File: config.mk
export PLATFORM = sky130hd
export DESIGN_NAME = mem_bus_arbiter
export DESIGN_NICKNAME = d
export VERILOG_FILES = /design/src/rtl/mem_bus_arbiter_pkg.sv /design/src/rtl/mem_tag_table.sv /design/src/rtl/mem_bus_arbiter.sv
export SDC_FILE = /design/constraint.sdc
export NUM_CORES = 1
export LEC_CHECK = 0
export CAP_MARGIN = 25
export CELL_PAD_IN_SITES_DETAIL_PLACEMENT = 1
export CELL_PAD_IN_SITES_GLOBAL_PLACEMENT = 2
export CORE_MARGIN = 2
export CORE_UTILIZATION = 12
export CTS_CLUSTER_DIAMETER = 80
export CTS_CLUSTER_SIZE = 16
export DETAILED_ROUTE_END_ITERATION = 8
export GPL_ROUTABILITY_DRIVEN = 0
export GPL_TIMING_DRIVEN = 0
export MAX_ROUTING_LAYER = met4
export PLACE_DENSITY = 0.89
export REMOVE_ABC_BUFFERS = 1
export SLEW_MARGIN = 20
export SYNTH_ARGS = -nofsm -noshare
export SYNTH_HDL_FRONTEND = slang
export SYNTH_SLANG_ARGS = --single-unit
File: constraint.sdc
create_clock -name clock -period 2.7 [get_ports clock]
set_clock_uncertainty 0.05 [all_clocks]
set_input_delay 0.54 -clock clock [delete_from_list [all_inputs] [get_ports clock]]
set_output_delay 0.54 -clock clock [all_outputs]
set_load 0.1 [all_outputs]
File: src/rtl/mem_bus_arbiter_pkg.sv
// rtl/mem_bus_arbiter_pkg.sv - shared encodings and types for the memory bus arbiter
// Purpose: bus command encodings (shared with the MSHR), arbiter state and
// tag-owner types, and the memory tag width.
package mem_bus_arbiter_pkg;

  localparam int MEM_TAG_W = 4;

  localparam logic [1:0] BUS_NONE  = 2'd0;
  localparam logic [1:0] BUS_LOAD  = 2'd1;
  localparam logic [1:0] BUS_STORE = 2'd2;

  typedef enum logic [1:0] {
    PRI_D  = 2'd0,
    LOCK_I = 2'd1,
    LOCK_D = 2'd2
  } ARB_STATE_t;

  typedef enum logic {
    OWNER_I = 1'b0,
    OWNER_D = 1'b1
  } ARB_OWNER_t;

endpackage

File: src/rtl/mem_tag_table.sv
// rtl/mem_tag_table.sv - 15-entry memory tag ownership table
// Purpose: records which requester owns each outstanding load tag (1..15)
// and routes completions back to that owner.
// Ports:
//   clock, reset          rising-edge clock, async active-low reset
//   wr_en/wr_tag/wr_owner record an accepted load
//   cpl_tag               completion tag from memory (0 = none)
//   cpl_hit_i/cpl_hit_d   completion belongs to Icache / Dcache
//   tag_err               sticky: unknown completion or reuse of a live tag
module mem_tag_table
  import mem_bus_arbiter_pkg::*;
(
  input  logic                 clock,
  input  logic                 reset,
  input  logic                 wr_en,
  input  logic [MEM_TAG_W-1:0] wr_tag,
  input  ARB_OWNER_t           wr_owner,
  input  logic [MEM_TAG_W-1:0] cpl_tag,
  output logic                 cpl_hit_i,
  output logic                 cpl_hit_d,
  output logic                 tag_err
);

  // Entry n describes tag n; tag 0 means "no transaction" and has no entry.
  logic [15:1] valid_q;
  logic [15:1] owner_d_q;

  logic cpl_act;
  logic cpl_valid;
  logic wr_act;
  logic reuse;

  assign cpl_act   = (cpl_tag != '0);
  assign cpl_valid = cpl_act && valid_q[cpl_tag];
  assign wr_act    = wr_en && (wr_tag != '0);

  assign cpl_hit_i = cpl_valid && !owner_d_q[cpl_tag];
  assign cpl_hit_d = cpl_valid &&  owner_d_q[cpl_tag];

  // A tag freed by a completion in the same cycle is legitimately reusable.
  assign reuse = wr_act && valid_q[wr_tag] && !(cpl_valid && (cpl_tag == wr_tag));

  always_ff @(posedge clock or negedge reset) begin
    if (!reset) begin
      valid_q   <= '0;
      owner_d_q <= '0;
      tag_err   <= 1'b0;
    end else begin
      if (cpl_valid) begin
        valid_q[cpl_tag] <= 1'b0;
      end
      // Placed after the clear so a same-tag acceptance wins.
      if (wr_act) begin
        valid_q[wr_tag]   <= 1'b1;
        owner_d_q[wr_tag] <= (wr_owner == OWNER_D);
      end
      if ((cpl_act && !cpl_valid) || reuse) begin
        tag_err <= 1'b1;
      end
    end
  end

endmodule

File: src/rtl/mem_bus_arbiter.sv
// rtl/mem_bus_arbiter.sv - Icache/Dcache arbiter for the single memory port
// Purpose: grants one requester per cycle onto proc2mem_*, returns the
// acceptance tag to the grantee, and routes completions by tag owner.
// Ports:
//   clock, reset                      rising-edge clock, async active-low reset
//   icache_command/addr               fetch unit request
//   dcache_command/addr/data          MSHR head request
//   proc2mem_command/addr/data        memory port request
//   mem2proc_response/data/tag        memory acceptance tag, return data, completion tag
//   icache_response, dcache_response  acceptance tag to the granted requester
//   icache_tag, dcache_tag            completion tag to the owning requester
//   mem_data_out                      return data broadcast
//   tag_err                           sticky tag bookkeeping error
module mem_bus_arbiter
  import mem_bus_arbiter_pkg::*;
#(
  parameter int STARVE_LIMIT = 4,
  parameter int CNT_W        = 3
) (
  input  logic                 clock,
  input  logic                 reset,
  input  logic [1:0]           icache_command,
  input  logic [63:0]          icache_addr,
  input  logic [1:0]           dcache_command,
  input  logic [63:0]          dcache_addr,
  input  logic [63:0]          dcache_data,
  output logic [1:0]           proc2mem_command,
  output logic [63:0]          proc2mem_addr,
  output logic [63:0]          proc2mem_data,
  input  logic [MEM_TAG_W-1:0] mem2proc_response,
  input  logic [63:0]          mem2proc_data,
  input  logic [MEM_TAG_W-1:0] mem2proc_tag,
  output logic [MEM_TAG_W-1:0] icache_response,
  output logic [MEM_TAG_W-1:0] icache_tag,
  output logic [MEM_TAG_W-1:0] dcache_response,
  output logic [MEM_TAG_W-1:0] dcache_tag,
  output logic [63:0]          mem_data_out,
  output logic                 tag_err
);

  localparam logic [CNT_W-1:0] LIMIT = CNT_W'(STARVE_LIMIT);

  ARB_STATE_t       state_q, state_d;
  logic [CNT_W-1:0] starve_q, starve_d;

  logic i_act, d_act;
  logic grant_i, grant_d;
  logic resp_hit, accept_i, accept_d;
  logic tbl_wr;
  logic hit_i, hit_d;

  assign i_act    = (icache_command != BUS_NONE);
  assign d_act    = (dcache_command != BUS_NONE);
  assign resp_hit = (mem2proc_response != '0);
  assign accept_i = grant_i && resp_hit;
  assign accept_d = grant_d && resp_hit;

  always_comb begin
    grant_i = 1'b0;
    grant_d = 1'b0;
    state_d = PRI_D;
    case (state_q)
      // A locked requester that drops its command is simply not granted.
      LOCK_I: grant_i = i_act;
      LOCK_D: grant_d = d_act;
      default: begin
        if (i_act && d_act) begin
          if (starve_q == LIMIT) grant_i = 1'b1;
          else                   grant_d = 1'b1;
        end else begin
          grant_i = i_act;
          grant_d = d_act;
        end
      end
    endcase
    // A stalled grant is held until memory accepts it.
    if (grant_i && !resp_hit)      state_d = LOCK_I;
    else if (grant_d && !resp_hit) state_d = LOCK_D;
  end

  always_comb begin
    starve_d = starve_q;
    if (!i_act || accept_i) begin
      starve_d = '0;
    end else if (accept_d && (starve_q != LIMIT)) begin
      starve_d = starve_q + 1'b1;
    end
  end

  always_ff @(posedge clock or negedge reset) begin
    if (!reset) begin
      state_q  <= PRI_D;
      starve_q <= '0;
    end else begin
      state_q  <= state_d;
      starve_q <= starve_d;
    end
  end

  assign proc2mem_command = grant_i ? icache_command : (grant_d ? dcache_command : BUS_NONE);
  assign proc2mem_addr    = grant_i ? icache_addr    : (grant_d ? dcache_addr    : 64'd0);
  assign proc2mem_data    = grant_d ? dcache_data : 64'd0;

  assign icache_response = grant_i ? mem2proc_response : '0;
  assign dcache_response = grant_d ? mem2proc_response : '0;

  // Stores never complete with data, so only loads get an owner entry.
  assign tbl_wr = (accept_i || accept_d) && (proc2mem_command == BUS_LOAD);

  mem_tag_table u_tag_table (
    .clock     (clock),
    .reset     (reset),
    .wr_en     (tbl_wr),
    .wr_tag    (mem2proc_response),
    .wr_owner  (accept_d ? OWNER_D : OWNER_I),
    .cpl_tag   (mem2proc_tag),
    .cpl_hit_i (hit_i),
    .cpl_hit_d (hit_d),
    .tag_err   (tag_err)
  );

  assign icache_tag   = hit_i ? mem2proc_tag : '0;
  assign dcache_tag   = hit_d ? mem2proc_tag : '0;
  assign mem_data_out = mem2proc_data;

endmodule
### Cell area per tile

Drawn at 2 px/um. The die is cut into 19 by 19 equal tiles; white is low, dark blue is high, 0 to 100% covered.
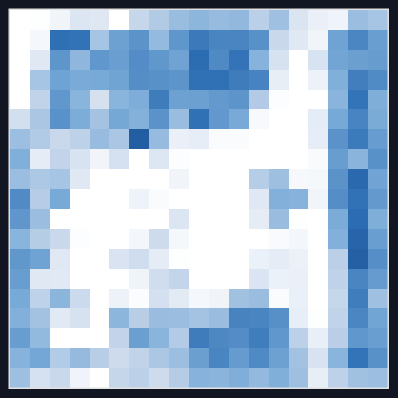
22% of the tiles are nearly empty. The emptiest ninth of the die: centre. The densest ninth of the die: north. 1.7% of the tiles are over 75% full.

### M1 wires

Drawn at 1.5 px/um. Supply wires on this layer in grey.
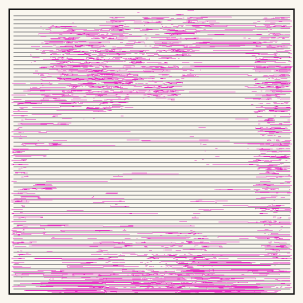
The layer carries 13,600 um of wire. The layer holds 37% of the routed length. The wires run mostly horizontal.

### Metal 3

Drawn at 2 px/um.
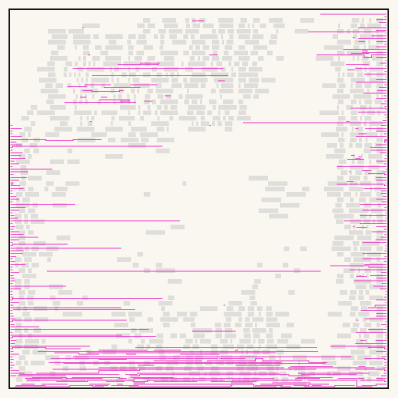
The layer carries 5,180 um of wire. The longest straight run is 140 um. The wires run mostly horizontal. 313 nets have wire on it.

==> qor.json <==
{
  "floorplanning": {
    "io_pins": 481,
    "floorplan.core_area_um2": 33600,
    "floorplanUtilization_pct": 12.2,
    "std_cell_rows": 67
  },
  "worst_setup_path": {
    "worst_path_most_repeated_cell": "sky130_fd_sc_hd__buf_6",
    "crit_slowest_cell": "sky130_fd_sc_hd__dfrtp_1",
    "worstPathArrival_ns": 2.39,
    "r2r_depth": 12,
    "worstPathMaxFanout": 8,
    "worstPathBufferInverterCount": 5,
    "path_class": "flop to output pin",
    "regToRegStartpoint": "state_q[1]",
    "cp_num_cells": 10,
    "timing.rr.end": "u_tag_table.owner_d_q[3]",
    "critPathMaxStageDelay_ns": 0.41
  },
  "final_timing": {
    "slew_violations": 0,
    "finalSetupViolations": 110,
    "finalWorstSetupSlack_ns": -0.284,
    "unrepaired_setup_endpoints_after_global_routing": "yes",
    "achievable-frequency_mhz": 335,
    "hold_slack_ns": 0.154,
    "relSlewSlack_pct": 32.2,
    "timing_hold_violations_final": 0,
    "worstMarginPinSlew_ns": 1.01,
    "timing.setup.tns_ns": -12.30
  },
  "final_layout": {
    "non_clock_inverter_count": 9,
    "layout.core_utilization_pct": 33.8,
    "nNetsFinal": 1180,
    "ant_diodes": 1,
    "final-seq-area_um2": 901,
    "buffer_area_share_pct": 53.0,
    "drive_above_1_share_pct": 48.7,
    "clock_area_share_pct": 1.27,
    "layout.cells.most_common": "sky130_fd_sc_hd__clkdlybuf4s50_1",
    "final-comb-area_um2": 3700,
    "combAreaFraction_pct": 32.6,
    "biggest_registers_after_layout": "u_tag_table.owner_d_q (15), u_tag_table.valid_q (15), starve_q (3)",
    "mostFrequentLayoutCells": "sky130_fd_sc_hd__clkdlybuf4s50_1 (196), sky130_fd_sc_hd__buf_12 (115), sky130_fd_sc_hd__nand2_1 (106)"
  },
  "synthesis": {
    "fraction_of_synthesized_cell_area_taken_by_the_top_area_cell_type_pct": 22.0,
    "mappedNetlistArea_um2": 4100,
    "synth-edff-count": 0,
    "synth-xor-area-share_pct": 1.07,
    "synth_seq_share_pct": 22.0,
    "post_synth_inst_count": 579,
    "synth_area_leader_cell": "sky130_fd_sc_hd__dfrtp_1",
    "ys_ff": 36,
    "yosysUniqueCellTypes": 47,
    "synth_stat.cells": 579
  },
  "pwr": {
    "power_leader": "combinational logic",
    "switching_share_pct": 54.7,
    "seq_power_share_pct": 10.0,
    "cell_internal_power_mw": 3.76,
    "power.density_nw_per_um2": 731,
    "switching_power_of_the_nets_mw": 4.53,
    "power_frac_clock_pct": 6.9,
    "pwr.group.clock_uw": 573,
    "share_comb_of_total_power_pct": 83.1
  },
  "placed_design": {
    "dp_cells": 1287,
    "place.detailed.hpwl_um": 24200,
    "placed_cell_area_um2": 7940
  },
  "cts": {
    "clkSinkCount": 36,
    "clock.latency.late_pin_ns": 0.28,
    "clockRootBuffer": "sky130_fd_sc_hd__clkbuf_16",
    "cts-buffers-inserted": 5,
    "clkTransAtPathRegs_ns": 0.06,
    "hold_buffers": 0,
    "cts_htree_levels": 2,
    "cts_tree": "done"
  },
  "detailed_routing": {
    "detail_route.drc_violations": 0,
    "wire_per_inst_um": 27.4,
    "routed_via_density": 4.30,
    "maxUsedRoutingLayer": "met4",
    "post_route_antenna_net_violation_count": 0
  },
  "global_route": {
    "globalRouteTotalUtil_pct": 18.2,
    "grt-ovfl-total": 0,
    "grt_start_max_net_pins": 39,
    "grt_util_met2_pct": 28.8,
    "grt_pass1_vias": 5869,
    "grt_most_used_layer": "met2"
  },
  "flow_run": {
    "openroad.warnings": 29,
    "drv.max_cap_violation_count": 0
  },
  "status": {
    "outcome": "complete, but fails checks",
    "violations": "negative setup slack"
  },
  "worst_hold_path": {
    "worst_hold_path_type": "input port to async pin"
  }
}
No activity file was given, so power comes from the tool's default toggle rates.
